Figure 1. Cells by drive strength (run 1).
Scale: 6 px per um.
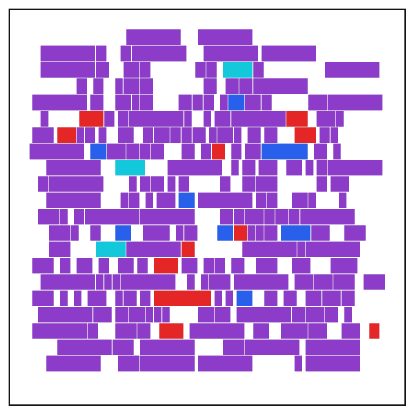
Figure 2. Logic cells by family (run 1).
Scale: 6 px per um.
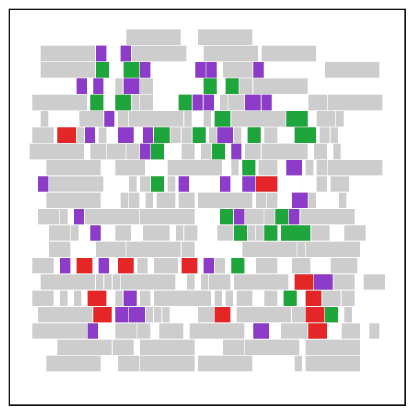
Figure 3. Metal 3 (run 1).
Scale: 8 px per um.
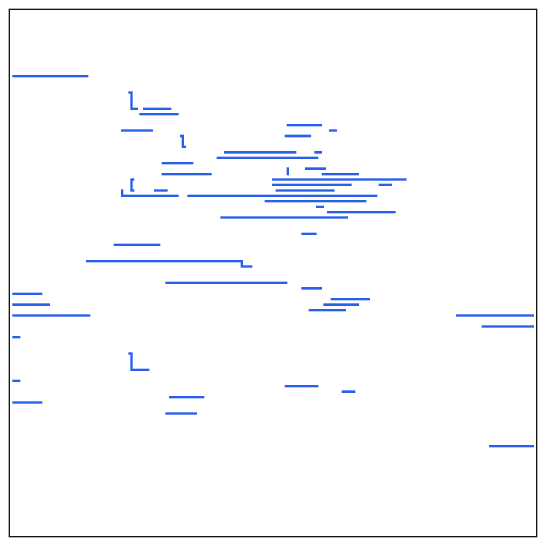
<file path="config.mk">
export PLATFORM = sky130hd
export DESIGN_NAME = play_arbiter
export DESIGN_NICKNAME = d
export VERILOG_FILES = /design/src/rtl/play_pkg.sv /design/src/rtl/rr_select3.sv /design/src/rtl/play_arbiter.sv
export SDC_FILE = /design/constraint.sdc
export NUM_CORES = 1
export LEC_CHECK = 0
export CORE_MARGIN = 3
export CORE_UTILIZATION = 60
export CTS_CLUSTER_SIZE = 14
export DETAILED_ROUTE_END_ITERATION = 12
export PLACE_DENSITY = 0.79
export SYNTH_ARGS = -nofsm -noshare
export SYNTH_HDL_FRONTEND = slang
export SYNTH_SLANG_ARGS = --single-unit
export TNS_END_PERCENT = 50
</file>
<file path="constraint.sdc">
create_clock -name clk -period 4.7 [get_ports clk]
set_input_delay 0.94 -clock clk [delete_from_list [all_inputs] [get_ports clk]]
set_output_delay 0.94 -clock clk [all_outputs]
set_load 0.01 [all_outputs]
</file>
<file path="src/rtl/play_pkg.sv">
// rtl/play_pkg.sv - shared types and constants for the playback arbiter
package play_pkg;

    typedef enum logic [1:0] {ST_IDLE, ST_BUSY, ST_GAP} state_t;

    localparam int N_SRC = 3;

    localparam logic [2:0] CV_SRC0 = 3'b100;
    localparam logic [2:0] CV_SRC1 = 3'b010;
    localparam logic [2:0] CV_SRC2 = 3'b001;
    localparam logic [2:0] CV_NONE = 3'b000;

    function automatic logic [2:0] cv_code(input logic [1:0] idx);
        case (idx)
            2'd0:    return CV_SRC0;
            2'd1:    return CV_SRC1;
            default: return CV_SRC2;
        endcase
    endfunction

    // Modulo-3 increment on a 2-bit source index.
    function automatic logic [1:0] inc3(input logic [1:0] idx);
        return (idx >= 2'd2) ? 2'd0 : idx + 2'd1;
    endfunction

endpackage

</file>
<file path="src/rtl/rr_select3.sv">
// rtl/rr_select3.sv - combinational round-robin picker over three pending sources
module rr_select3
    import play_pkg::*;
(
    input  logic [2:0] pend_i,
    input  logic [1:0] ptr_i,
    output logic       valid_o,
    output logic [1:0] idx_o
);

    logic [1:0] cand;

    // Search order ptr+1, ptr+2, ptr so the last-served source goes last.
    always_comb begin
        valid_o = 1'b0;
        idx_o   = ptr_i;
        cand    = ptr_i;
        for (int k = 0; k < N_SRC; k++) begin
            cand = inc3(cand);
            if (!valid_o && pend_i[cand]) begin
                valid_o = 1'b1;
                idx_o   = cand;
            end
        end
    end

endmodule

</file>
<file path="src/rtl/play_arbiter.sv">
// rtl/play_arbiter.sv - round-robin grant of the playback datapath with watchdog and gap
module play_arbiter
    import play_pkg::*;
#(
    parameter int TIMEOUT_CYCLES = 1000000,
    parameter int GAP_CYCLES     = 16
) (
    input  logic       clk,
    input  logic       rst,
    input  logic [2:0] req,
    input  logic       abort,
    input  logic       done,
    output logic [2:0] cv,
    output logic       busy,
    output logic [2:0] pend,
    output logic       timeout_err
);

    localparam int WD_W  = $clog2(TIMEOUT_CYCLES);
    localparam int GAP_W = $clog2(GAP_CYCLES + 1);
    localparam logic [WD_W-1:0]  WD_LAST  = WD_W'(TIMEOUT_CYCLES - 1);
    localparam logic [GAP_W-1:0] GAP_LAST = GAP_W'(GAP_CYCLES - 1);

    state_t            state_q;
    logic [2:0]        cv_q;
    logic              busy_q;
    logic [2:0]        pend_q;
    logic [2:0]        pend_d;
    logic              timeout_err_q;
    logic [2:0]        req_q;
    logic [1:0]        ptr_q;
    logic [1:0]        sel_q;
    logic [WD_W-1:0]   wdog_q;
    logic [GAP_W-1:0]  gap_q;

    logic              sel_valid;
    logic [1:0]        sel_idx;
    logic              wdog_hit;
    logic              end_busy;
    logic [2:0]        served_mask;

    rr_select3 u_sel (
        .pend_i  (pend_q),
        .ptr_i   (ptr_q),
        .valid_o (sel_valid),
        .idx_o   (sel_idx)
    );

    assign wdog_hit = (wdog_q == WD_LAST);
    assign end_busy = (state_q == ST_BUSY) && (done || abort || wdog_hit);

    // cv bit order is reversed relative to pend bit order.
    assign served_mask = {cv_q[0], cv_q[1], cv_q[2]};

    // New edges are OR-ed in after the service clear, so a replay request wins.
    always_comb begin
        pend_d = (pend_q & ~(end_busy ? served_mask : 3'b000)) | (req & ~req_q);
    end

    always_ff @(posedge clk or negedge rst) begin
        if (!rst) begin
            state_q       <= ST_IDLE;
            cv_q          <= CV_NONE;
            busy_q        <= 1'b0;
            pend_q        <= 3'b000;
            timeout_err_q <= 1'b0;
            req_q         <= 3'b000;
            ptr_q         <= 2'd2;
            sel_q         <= 2'd0;
            wdog_q        <= '0;
            gap_q         <= '0;
        end else begin
            req_q  <= req;
            pend_q <= pend_d;
            case (state_q)
                ST_IDLE: begin
                    if (sel_valid) begin
                        cv_q    <= cv_code(sel_idx);
                        sel_q   <= sel_idx;
                        busy_q  <= 1'b1;
                        wdog_q  <= '0;
                        state_q <= ST_BUSY;
                    end else begin
                        cv_q <= CV_NONE;
                    end
                end
                ST_BUSY: begin
                    if (end_busy) begin
                        if (!done && !abort) begin
                            timeout_err_q <= 1'b1;
                        end
                        cv_q    <= CV_NONE;
                        busy_q  <= 1'b0;
                        ptr_q   <= sel_q;
                        gap_q   <= '0;
                        state_q <= ST_GAP;
                    end else begin
                        wdog_q <= wdog_q + 1'b1;
                    end
                end
                ST_GAP: begin
                    if (gap_q == GAP_LAST) begin
                        state_q <= ST_IDLE;
                    end else begin
                        gap_q <= gap_q + 1'b1;
                    end
                end
                default: begin
                    state_q <= ST_IDLE;
                    cv_q    <= CV_NONE;
                    busy_q  <= 1'b0;
                end
            endcase
        end
    end

    assign cv          = cv_q;
    assign busy        = busy_q;
    assign pend        = pend_q;
    assign timeout_err = timeout_err_q;

endmodule
</file>
==> Changelog: implementation, run 1 <==
## Flow update

- Critical Path Sink Type: register
- Util after Layout: 0.699
- Worst path arrival time: 3.31 ns
- Max reg flops: 20
- Number of I/O port buffers: 14
- First-pass detailed-route iteration total: 4
- Post-synth cell types: about 45
- Met2 wire len: roughly 2.2 mm
- P_seq: about 0.52 mW
- Die Y: roughly 66 um
- Worst-Margin Slew: 0.913 ns
- Worst R2R End: wdog_q[15]$_DFFE_PN0P_
- Combinational Power Share: 0.351
- Later-pin clock latency in the skew report: between 0.3 and 0.4 ns
- Hold Fails Final Rpt: 0
- Final setup fails: 0
- Status: complete, no violations
- Clock Power: 0.214 mW
- Most frequent cell after synthesis: dfrtp_1
- Grt peak-use layer: met2
- Fraction of registers with async set/reset: 1.00
- Post-synth EDFFs: 0
- Hold WS: between 0.4 and 0.5 ns
- Seq pwr share: 0.459
- First-pass GRT wire length: 7.93 mm
- GRT met2 Usage: 0.384
- Final ANT Viol Nets: 0
- Critical path origin: done
- CTS tree: yes
- Chip width: 65.7 um
- OpenROAD warning count: 26
- Top cells by area: dfrtp_1 48%, o21ai_0 3.3%, nand2_1 3.2%, a21oi_1 3.0%, nor2_1 2.8%
- CP Capture Point: wdog_q[18]$_DFFE_PN0P_
- Initial drt markers: roughly 140
- Largest registers: wdog_q x20, gap_q x5
- Detailed Place HPWL: 3.19 mm
About Figure 1:
x1 and smaller: in purple, cells 211, share 91%. x2: in red, cells 11, share 4.7%. x3 and x4: in blue, cells 8, share 3.4%. x6 and larger: in cyan, cells 3, share 1.3%.
Final Cell Area: 2370 sq um
post-route setup slack: 1.67 ns
Non-clock buffers: 15
P&R area growth vs syn: 10.6%

About Figure 2:
and/or cells: in green, cells 25, most used or3_1. aoi and oai cells: in purple, cells 39, most used o21ai_0. non-inverting ao/oa cells: in red, cells 12, most used a22o_1.
Commonest Layout Cell: dfrtp_1
Layout Cells excl Fill: 279
fraction of area in multi-input gates: 0.425

About Figure 3:
The layer carries 297 um of wire. 42 nets have wire on it. The wires run mostly horizontal.
Vias: 1784
met3 Use GR: 0.0410
WL final: 4.53 mm

run 1: layout make-up:
| type | count | share of cell area |
|---|---|---|
| sequential | 42 | 0.444 |
| multi-input combinational | 160 | 0.425 |
| timing repair buffer | 15 | 0.0602 |
| clock buffer | 8 | 0.0333 |
| tap | 46 | 0.0243 |
| inverter | 8 | 0.0127 |
run 1: cells by family after synthesis:
group                    count (synthesis)  share of synthesized area
AND-OR/OR-AND                           51                      0.151
flip-flops                              42                      0.492
AND/OR/NAND/NOR                         94                      0.248
multiplexers                             5                     0.0251
XOR/XNOR                                 7                     0.0286
buffers and inverters                   15                     0.0380
adder cells (fa/ha/maj)                  3                     0.0175
==> inputs of run 2 (changes only) <==
--- a/config.mk
+++ b/config.mk
@@ -6,10 +6,10 @@
 export NUM_CORES = 1
 export LEC_CHECK = 0
 export CORE_MARGIN = 3
-export CORE_UTILIZATION = 60
+export CORE_UTILIZATION = 52
 export CTS_CLUSTER_SIZE = 14
 export DETAILED_ROUTE_END_ITERATION = 12
-export PLACE_DENSITY = 0.79
+export PLACE_DENSITY = 0.73
 export SYNTH_ARGS = -nofsm -noshare
 export SYNTH_HDL_FRONTEND = slang
 export SYNTH_SLANG_ARGS = --single-unit
==> constraint.sdc (replaced) <==
create_clock -name clk -period 2.7 [get_ports clk]
set_input_delay 0.54 -clock clk [delete_from_list [all_inputs] [get_ports clk]]
set_output_delay 0.54 -clock clk [all_outputs]
set_load 0.01 [all_outputs]
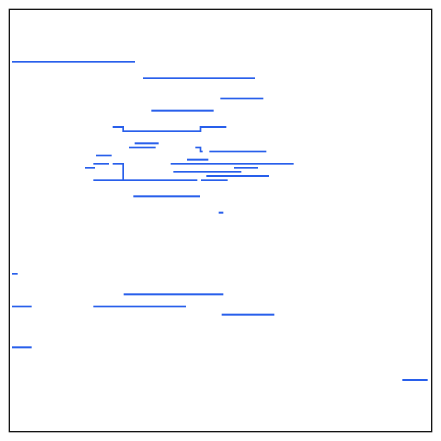
Figure 4: run 2, metal 3.
Scale: 6 px per um.
The longest straight run is 20.2 um. 22 nets have wire on it.

==> Changelog: implementation, run 2 <==
## Flow update

- Status: complete, no violations
- H-tree Lvls: 2
- Final ANT Viol Nets: 0
- Max reg flops: 20
- Post-DR wirelength/cell: 16.0 um
- Clock Power: about 0.5 mW
- Worst Hold Class: input port to asynchronous set/reset pin
- P_seq: 0.900 mW
- First-pass GRT wire length: 7.99 mm
- Tcrit/Tclk final: 0.941
- Hold_buf cts: 0
- Comb pwr: around 0.75 mW
- Largest net degree at the start of global routing: 43
- Cell-internal power: about 1.4 mW
- Later-pin clock latency in the skew report: approximately 0.3 ns
- Met2 wire len: approximately 2.2 mm
- Critical Path Start Type: input port
- Fraction of area in multi-input gates: 0.410
- Antenna cell count: 0
- Number of sequential cells: between 40 and 50
- Commonest Layout Cell: dfrtp_1
- CP Cell Sequence: clkdlybuf4s50_1, or4b_4, a41o_1, and3_1, or4_1, a21oi_1
- Seq pwr share: 0.420
- Post-CTS Setup Repair Bufs: 0
- Share of total power in the clock network: 0.229
- Met1 Use GR: 0.269
- Vias: 1754
- Die Y: 70.2 um
- Most frequent cell after synthesis: dfrtp_1
- Layout Cells excl Fill: around 290
- Share of cells above drive strength 1: 0.117
- Clock tree buffer depth: 2
- IO Count: 15
- Yosys reg bits: 42
- Most numerous logic cells after layout: 41 x dfrtp_1, 18 x nand2_1, 16 x nor2_1
- Worst path arrival time: 2.75 ns
- Clock buffer count: 6
- CTS tree: yes
- Combinational gate count: approximately 160
- Util after Layout: 0.642
- P&R area growth vs syn: 14.7%
- XOR/XNOR Area Share: 0.0286
- Top class by area: flip-flops and latches
- GRT met2 Usage: 0.332
- Tap cells: 48
- # resized after CTS: 0
- Final Cell Area: between 2000 and 2500 sq um
- Vias in the first global route: between 1500 and 2000
- P per Cell Area: around 870 nW/um^2
- Post-route setup slack: ~0.16 ns
- Fillers: between 300 and 400
- Initial antenna violation count: 0
- Initial drt markers: between 100 and 150
- Fa+ha+maj area frac: 0.0175
- Fraction of registers with async set/reset: 1.00
- Critical path origin: done
- Hold WS: 0.351 ns
- Largest registers: wdog_q x20, gap_q x5
- Chip width: approximately 70 um
- Sequential share of cell area: 0.429
- Post-synth cell types: 45
- Switching share of total power: 0.354
- Non-clock buffers, area share: 0.0795
- Top logic family: simple AND/OR/NAND/NOR gates
- WL final: roughly 4.6 mm
- Origin of the critical flop-to-flop path: wdog_q[13]$_DFFE_PN0P_
- OpenROAD warning count: 26
- Final setup fails: 0
- Grt peak-use layer: met2
- Worst-Margin Slew: between 0.9 and 1 ns
- Cell count after placement: around 280
- Number of I/O port buffers: 14
- M1 wire length: roughly 2.1 mm
- Combinational Power Share: 0.352
- Max layer used: met4
- Ao+oa area frac: 0.151
- Grt ovf: 0
- Area fraction in mux cells: 0.0251
- Post-Synth Simple-Gate Area: 0.248
- First-pass detailed-route iteration total: 4
- Critical Path Sink Type: register
- Detailed Place HPWL: approximately 3.4 mm
- Met3 Use GR: 0.0475
- Hold Fails Final Rpt: 0
- Inverters: 8
- Non-clock buffers: 22
- Top cells by area: dfrtp_1 48%, o21ai_0 3.3%, nand2_1 3.2%, a21oi_1 3.0%, nor2_1 2.8%
- Final clock-cell share: 0.0449
- Post-synth EDFFs: 0
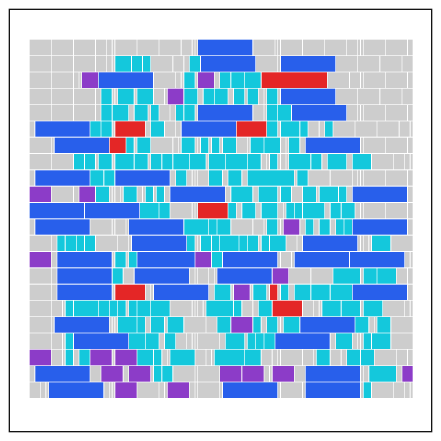
Figure 5: run 2, cell classes on the final placement.
Scale: 6 px per um. Fill, decap, tap and diode cells in gray.
registers: in blue, cells 42, share of their area 44%. remaining buffers and delay cells: in purple, cells 22, share of their area 8.2%. remaining logic cells: in cyan, cells 168, share of their area 43%. clock drivers and dummy loads: in red, cells 8, share of their area 4.6%.

==> run 2: cell types whose count changed in the layout (fill, tap and decap cells not counted) <==
cell / before / now
buf_4: 1 / 8
clkbuf_4: 5 / 0
bufinv_16: 0 / 1
clkbuf_1: 0 / 1
clkinvlp_4: 0 / 1
clkbuf_8: 3 / 5
==> run 2: final timing paths <==
path                       cells past startpoint  slack (ns)                      to
max reg2reg                                    7        0.20   wdog_q[2]$_DFFE_PN0P_
max in group asynchronous                      1        1.75       cv[2]$_DFFE_PN0P_
max                                            6        0.16  wdog_q[16]$_DFFE_PN0P_
min reg2reg                                    1        0.42       pend[1]$_DFF_PN0_
min in group clk                               1        0.42       pend[1]$_DFF_PN0_
min                                            1        0.35  state_q[1]$_DFFE_PN0P_
No activity file was given, so power comes from the tool's default toggle rates.
